[src/rtl/rs_pkg.sv]
// Shared FU-class encoding used by the RS array, issue scheduler and CDB mux.
package rs_pkg;

    localparam int unsigned FU_SEL_W = 2;

    typedef enum logic [FU_SEL_W-1:0] {
        FU_SEL_NONE = 2'd0,
        FU_SEL_ALU  = 2'd1,
        FU_SEL_MULT = 2'd2,
        FU_SEL_DIV  = 2'd3
    } fu_sel_e;

endpackage

[src/rtl/rs_issue_sched_rr_arb.sv]
// Round-robin arbiter: first request at or after ptr (wrapping) wins.
module rr_arb #(
    parameter int unsigned N = 8
) (
    input  logic [N-1:0]         req,
    input  logic [$clog2(N)-1:0] ptr,
    output logic [N-1:0]         gnt,
    output logic                 vld,
    output logic [$clog2(N)-1:0] idx
);

    localparam int unsigned W = $clog2(N);

    logic [W-1:0] cand;

    always_comb begin
        gnt  = '0;
        vld  = 1'b0;
        idx  = '0;
        cand = '0;
        for (int unsigned off = 0; off < N; off++) begin
            cand = ptr + W'(off);
            if (!vld && req[cand]) begin
                vld = 1'b1;
                idx = cand;
            end
        end
        if (vld) gnt[idx] = 1'b1;
    end

endmodule

[src/rtl/rs_issue_sched.sv]
// Per-class issue select for the RS array with CDB write-back slot reservation
// and divider occupancy tracking.
module rs_issue_sched
    import rs_pkg::*;
#(
    parameter int unsigned NUM_RS   = 8,
    parameter int unsigned MULT_LAT = 4
) (
    input  logic                         clk,
    input  logic                         rst,
    input  logic [NUM_RS-1:0]            rs_rdy,
    input  logic [NUM_RS*FU_SEL_W-1:0]   rs_fu_sel,
    input  logic                         flush,
    input  logic                         div_wb_req,
    output logic [NUM_RS-1:0]            rs_iss_en,
    output logic                         alu_iss_vld,
    output logic                         mult_iss_vld,
    output logic                         div_iss_vld,
    output logic [$clog2(NUM_RS)-1:0]    alu_iss_idx,
    output logic [$clog2(NUM_RS)-1:0]    mult_iss_idx,
    output logic [$clog2(NUM_RS)-1:0]    div_iss_idx,
    output logic                         div_wb_gnt,
    output logic [FU_SEL_W-1:0]          cdb_src
);

    localparam int unsigned IDX_W = $clog2(NUM_RS);

    fu_sel_e           wb_slot [MULT_LAT];
    logic [IDX_W-1:0]  alu_ptr, mult_ptr, div_ptr;
    logic              div_busy_r;
    logic              div_gnt_pend;

    logic [NUM_RS-1:0] alu_req, mult_req, div_req;
    logic [NUM_RS-1:0] alu_gnt, mult_gnt, div_gnt;
    logic              issue_ok;
    fu_sel_e           sel;

    // Outputs are forced quiet while reset is asserted, not just after the edge.
    assign issue_ok = rst && !flush;

    always_comb begin
        alu_req  = '0;
        mult_req = '0;
        div_req  = '0;
        sel      = FU_SEL_NONE;
        for (int unsigned i = 0; i < NUM_RS; i++) begin
            sel         = fu_sel_e'(rs_fu_sel[i*FU_SEL_W +: FU_SEL_W]);
            alu_req[i]  = issue_ok && rs_rdy[i] && (sel == FU_SEL_ALU) && (wb_slot[1] == FU_SEL_NONE);
            mult_req[i] = issue_ok && rs_rdy[i] && (sel == FU_SEL_MULT);
            div_req[i]  = issue_ok && rs_rdy[i] && (sel == FU_SEL_DIV) && !div_busy_r;
        end
    end

    rr_arb #(.N(NUM_RS)) u_alu_arb (
        .req(alu_req), .ptr(alu_ptr), .gnt(alu_gnt), .vld(alu_iss_vld), .idx(alu_iss_idx)
    );
    rr_arb #(.N(NUM_RS)) u_mult_arb (
        .req(mult_req), .ptr(mult_ptr), .gnt(mult_gnt), .vld(mult_iss_vld), .idx(mult_iss_idx)
    );
    rr_arb #(.N(NUM_RS)) u_div_arb (
        .req(div_req), .ptr(div_ptr), .gnt(div_gnt), .vld(div_iss_vld), .idx(div_iss_idx)
    );

    assign rs_iss_en  = alu_gnt | mult_gnt | div_gnt;
    assign div_wb_gnt = issue_ok && div_wb_req && !div_gnt_pend && (wb_slot[0] == FU_SEL_NONE);
    assign cdb_src    = (wb_slot[0] != FU_SEL_NONE) ? wb_slot[0] :
                        div_wb_gnt                  ? FU_SEL_DIV : FU_SEL_NONE;

    always_ff @(posedge clk or negedge rst) begin
        if (!rst) begin
            for (int unsigned k = 0; k < MULT_LAT; k++) wb_slot[k] <= FU_SEL_NONE;
            alu_ptr      <= '0;
            mult_ptr     <= '0;
            div_ptr      <= '0;
            div_busy_r   <= 1'b0;
            div_gnt_pend <= 1'b0;
        end else if (flush) begin
            for (int unsigned k = 0; k < MULT_LAT; k++) wb_slot[k] <= FU_SEL_NONE;
            div_busy_r   <= 1'b0;
            div_gnt_pend <= 1'b0;
        end else begin
            for (int unsigned k = 0; k < MULT_LAT - 1; k++) wb_slot[k] <= wb_slot[k+1];
            wb_slot[MULT_LAT-1] <= mult_iss_vld ? FU_SEL_MULT : FU_SEL_NONE;
            // ALU claims the slot that becomes current next cycle; never the top slot.
            if (alu_iss_vld) wb_slot[0] <= FU_SEL_ALU;
            if (alu_iss_vld)  alu_ptr  <= alu_iss_idx + 1'b1;
            if (mult_iss_vld) mult_ptr <= mult_iss_idx + 1'b1;
            if (div_iss_vld)  div_ptr  <= div_iss_idx + 1'b1;
            if (div_iss_vld)     div_busy_r <= 1'b1;
            else if (div_wb_gnt) div_busy_r <= 1'b0;
            div_gnt_pend <= div_wb_gnt;
        end
    end

endmodule

[config.mk]
export PLATFORM = sky130hd
export DESIGN_NAME = rs_issue_sched
export DESIGN_NICKNAME = d
export VERILOG_FILES = /design/src/rtl/rs_pkg.sv /design/src/rtl/rs_issue_sched_rr_arb.sv /design/src/rtl/rs_issue_sched.sv
export SDC_FILE = /design/constraint.sdc
export NUM_CORES = 1
export LEC_CHECK = 0
export CAP_MARGIN = 5
export CELL_PAD_IN_SITES_DETAIL_PLACEMENT = 1
export CELL_PAD_IN_SITES_GLOBAL_PLACEMENT = 1
export CORE_ASPECT_RATIO = 2
export CORE_MARGIN = 2
export CORE_UTILIZATION = 43
export CTS_BUF_LIST = sky130_fd_sc_hd__clkbuf_16
export DETAILED_ROUTE_END_ITERATION = 10
export HOLD_SLACK_MARGIN = 0.12
export PLACE_DENSITY_LB_ADDON = 0.1
export SLEW_MARGIN = 40
export SYNTH_ARGS = -nofsm -noshare
export SYNTH_HDL_FRONTEND = slang
export SYNTH_SLANG_ARGS = --single-unit
export TNS_END_PERCENT = 20
[constraint.sdc]
create_clock -name clk -period 6 [get_ports clk]
set_input_delay 0.9 -clock clk [delete_from_list [all_inputs] [get_ports clk]]
set_output_delay 0.9 -clock clk [all_outputs]
set_load 0.1 [all_outputs]
**Run 1: zoomed window**

Region (23, 58) to (53, 88) um. Cells in grey, sequential cells in the stronger grey; small squares are vias.
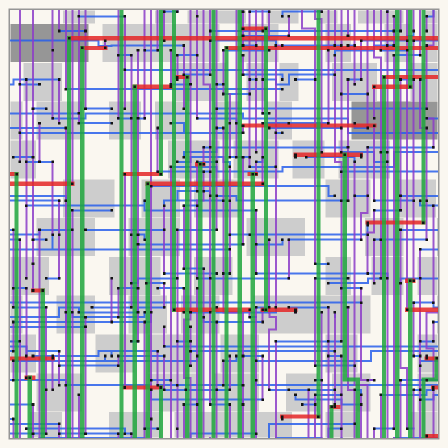
| colour | layer |
|---|---|
| blue | M1 |
| green | M4 |
| purple | M2 |
| red | M3 |
cells with their middle in the window: 57
netlist names of flops here include: wb_slot (2)
sequential cells in the window: 2
most frequent: nand3b_1 (4), a21oi_1 (4), buf_4 (4)

**Run 1: signal wires by layer**

(3 px per um) Only two layers are drawn.
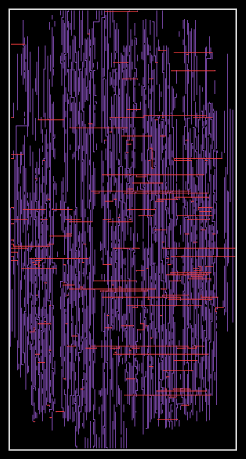
| colour | layer | wire length |
|---|---|---|
| red | M3 | 947 um |
| purple | M2 | 11200 um |
final WL: 20.8 mm
GRT Util Overall: 37.8%
total vias in the final route: 5477
DR WL/cell: 27.0 um

==> flow_summary.yaml, run 1 <==
# implementation run metrics
outcome:
  status: "completed"
clock_network:
  cts_setup_buffers: 0
  root_buffer: "clkbuf_16"
  cts_sinks: 16
  cts_tree: "done"
  ctsResizeCount: 0
  cts_inserted_buffers: 3
  cts_hold_buf: 0
  clock.latency.late_pin_ns: 0.25
  clock_path_buffers: 2
  cts_max_level: 1
worst_setup_path:
  timing.rr.start: "alu_ptr[1]"
  critPathArrivalTime_ns: 4.95
  cp_data_required_time_ns: 5.10
  crit_type: "in2out"
  path_buffers: 4
  r2r_cells: 12
  cp.depth: 13
  crit_chain: "clkdlybuf4s50_1, buf_4, nor2b_1, buf_4, nand3_1, a21oi_2, a2bb2oi_1, nor2_1, nand3_1, o2bb2ai_2, or3b_2, o221ai_1, buf_12"
  r2r-end: "alu_ptr[2]"
  r2r_slack_ns: 1.36
  critPathLaunchType: "input port"
placed_design:
  pre_cts_slack_ns: 0.129
  placement.io_buffers: 50
  gp_congestion: 1.04
global_route:
  grt_pass1_vias: 5704
  use_met1_pct: 33.0
  overflow: 0
  grt_use_met3_pct: 8.42
  grt_max_degree: 21
  busiest_layer: "met2"
  grt_pass1_wl_mm: 31.0
  antenna_found_initial: 1
synthesis:
  ys_sh_aoi_pct: 28.0
  edf_count: 0
  ys_warn_count: 0
  simple_gate_share_pct: 35.8
  xor_share_pct: 2.81
  synthAdderAreaFrac_pct: 2.58
  logic_family: "simple AND/OR/NAND/NOR gates"
  ys_cells: 577
  synth.avg_cell_area_sq_um: 7.55
  flop_cell: "dfrtp_1"
  ys_area_sq_um: 4360
  ys_ff: 16
  ys_async_sr_fraction_pct: 100
floorplanning:
  die_x_um: 75.2
  rows: 52
  fp_util_pct: 43.5
  die_y_um: 146
  core_sq_um: 10000
  io_pins: 51
  die-area_sq_um: 11000
final_timing:
  finalMaxSlewViolations: 0
  fmax_mhz: 171
  setup_ws_ns: 0.150
  setup_viol_count_final: 0
  worst_pin_slew_ns: 0.863
  fin_crit_sh_pct: 97.5
  maxSlewHeadroom_pct: 41.9
  whs_ns: 0.488
  skew_ns: 0.000531
cells_and_area:
  layout_top_cell: "nor2_1"
  logic_area_sq_um: 3790
  drive_gt1_share_pct: 19.4
  fillerInstances: 1263
  fin_area_sq_um: 5510
  register_area_sq_um: 400
  most-common-layout-cells: "nor2_1, nand2_1, buf_4"
  fin_nets: 673
min_path:
  hold_path_class: "reg2reg"
  hold_end: "div_gnt_pend"
  whs_path_depth: 1
  worstHoldStart: "wb_slot[6]"
route:
  wl_met1_mm: 6.59
  vias_per_cell: 7.10
  dr.first_iter.drc_count: 290
  route.met3.wl_um: 947
  wl_met2_mm: 11.2
flow_run:
  warnings: 30
  max-cap-violations: 0
**Run 1: signal metal coverage by tile**

(2 px per um) 15 x 29 tiles, from dark purple (low) to yellow (high), scaled to the fullest tile. Values are wire area over tile area, all layers added.
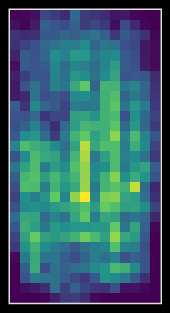
nearly empty tiles: 6.0%
fullest tile: 0.85
densest ninth of the die: middle

==> run 1: sequential cells by signal, summed over array words and instances, names as in the netlist <==
signal,flops
wb_slot,5
alu_ptr,3
div_busy_r,1
div_ptr,3
div_gnt_pend,1
mult_ptr,3
==> run 1: final cells by class <==
class / count / share of cell area [%]
multi-input cells: 507 / 68.9
repair buffers: 91 / 18.2
flip-flops and latches: 16 / 7.27
well taps: 135 / 3.07
clock buffers: 3 / 1.36
inverters: 17 / 1.16
clock inverters: 1 / 0.0681
diodes: 1 / 0.0454
==> run 1: synthesized netlist by cell type, types with 6 or more instances <==
master    count  area [sq um]
xnor2_1       6          52.6
mux4_2       18           405
inv_1        12          45.0
a21oi_1      36           180
ha_1          9           113
o221ai_1      6          52.6
nand4_1      11          68.8
buf_1         6          22.5
o21ai_0      24           120
o22ai_1       9          56.3
and3b_1       7          61.3
or2_2         7          43.8
clkbuf_1     25          93.8
nor2_1       49           184
nand3_1      26           130
a22oi_1       6          45.0
mux2i_1      22           220
dfrtp_1      16           400
nand2_1      45           169
nand2b_1     13          81.3
nand4b_1     13           114
a221oi_1      6          52.6
or3_1         8          50.1
mux2_2        6          67.6
and4b_1       7          70.1
o211ai_1      6          45.0
nor3_1       22           110
nand3b_1     19           143
xor2_1        8          70.1
==> run 1: per-stage QoR <==
stage                     instances  setup TNS, ns
final                           771              0
after global routing            771       -0.00244
after CTS                       767              0
after detailed placement        763              0
after global placement          763              0
after floorplan                 577          -1.80
==> inputs of run 2 (changes only) <==
CORE_UTILIZATION = 46   (was 43)
SLEW_MARGIN = 20   (was 40)
clock period = 7.3 ns   (was 6 ns; I/O delays follow)
==> flow_summary.yaml, run 2 <==
# implementation run metrics
min_path:
  hold_path_class: "reg2reg"
  whs_path_depth: 1
  hold_end: "div_gnt_pend"
route:
  drt_wl_total_mm: 19.8
  vias_per_cell: 7.36
  wl_met2_mm: 10.8
floorplanning:
  die_x_um: 72.8
  fp_util_pct: 47.1
  io_pins: 51
  die_y_um: 142
  rows: 50
  die-area_sq_um: 10300
final_timing:
  worst_pin_slew_ns: 1.00
  setup-tns-final_ns: 0
  fmax_mhz: 155
  fin_crit_sh_pct: 88.4
  whs_ns: 0.475
  maxSlewHeadroom_pct: 32.6
  finalMaxSlewViolations: 0
cells_and_area:
  fillerInstances: 1176
  n_antenna_cell: 0
  drive_gt1_share_pct: 14.2
  layout_top_cell: "nor2_1"
  stdcell_count: 711
  largest_register_ff_count: 5
  top_register: "wb_slot"
  logic_area_sq_um: 3750
  most-common-layout-cells: "nor2_1, nand2_1, a21oi_1"
  fin_nets: 645
  register_area_sq_um: 400
  fin_area_sq_um: 5070
flow_run:
  warnings: 30
  max-cap-violations: 0
synthesis:
  top_area_cell: "mux4_2"
  ys_cells: 577
  synth.top_cells.by_count: "nor2_1, nand2_1, a21oi_1"
  flop_cell: "dfrtp_1"
  topCellsByArea: "mux4_2, dfrtp_1, mux2i_1"
  synth.avg_cell_area_sq_um: 7.55
  ys_area_sq_um: 4360
  yosysMostFrequentCell: "nor2_1"
  ys_async_sr_fraction_pct: 100
clock_network:
  cts_tree: "done"
  cts_inserted_buffers: 3
  cts_setup_buffers: 0
  cts_hold_buf: 0
  cts_max_level: 1
  root_buffer: "clkbuf_16"
  cts_sinks: 16
  ctsResizeCount: 0
  clock.latency.late_pin_ns: 0.25
worst_setup_path:
  critPathLaunchType: "input port"
  r2r-end: "alu_ptr[2]"
  r2r_cells: 12
  timing.rr.start: "alu_ptr[0]"
  r2r_slack_ns: 2.41
  cp_data_required_time_ns: 6.20
outcome:
  status: "completed"
global_route:
  overflow: 0
  grt_pass1_vias: 5474
  grt_max_degree: 22
  antenna_found_initial: 0
placed_design:
  pre_cts_slack_ns: 0.914
  gp_congestion: 1.03
  placement.io_buffers: 50
## run 2: cells by family (layout without fill, tap and decap cells)
group	after synthesis	in the layout	share of synthesized area (%)
AND/OR/NAND/NOR	268	268	35.9
AND-OR/OR-AND	168	168	28.0
multiplexers	48	48	16.7
buffers and inverters	54	84	4.88
flip-flops	16	16	9.18
adder cells (fa/ha/maj)	9	9	2.58
XOR/XNOR	14	14	2.81
## run 2: cell type report
cell class	instances	area share (%)
clock buffer	3	1.48
inverter	17	1.26
multi-input combinational	507	74.0
timing repair buffer	63	12.8
tap	104	2.56
clock inverter	1	0.0740
sequential	16	7.89
## run 2: worst max-delay path by stage
stage / slack [ns] / end / depth (start not counted)
2_1_floorplan: -0.06 / rs_iss_en[4] / 11
3_3_place_gp: 0.98 / rs_iss_en[4] / 11
3_5_place_dp: 0.91 / rs_iss_en[4] / 11
4_1_cts: 0.90 / rs_iss_en[4] / 11
5_1_grt: 0.51 / rs_iss_en[2] / 11
6_report: 0.85 / rs_iss_en[4] / 11
## run 2: critical path, cell delays in order
cell and delay [ns]:
clkdlybuf4s50_1 0.64, or3b_1 0.71, or3_1 0.45, mux4_2 0.60, mux2i_4 0.20, nand2_1 0.12
nor4_1 0.35, a2bb2oi_2 0.34, inv_1 0.16, o311ai_1 0.45, buf_12 0.23
## run 2: metal layers
metal	global-route usage [%]	vias up
li1	-	2345
met1	35.6	2616
met2	72.4	181
met3	6.53	91
met4	27.4	0
met5	0	-
**Run 2: signal wires by layer**

(3 px per um) Only two layers are drawn.
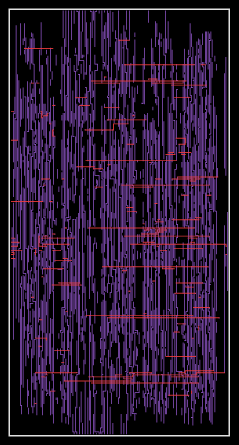
| colour | layer | wire length |
|---|---|---|
| purple | M2 | 10800 um |
| red | M3 | 855 um |
total vias in the final route: 5233
DR WL/cell: 27.8 um
GRT Util Overall: 38.6%

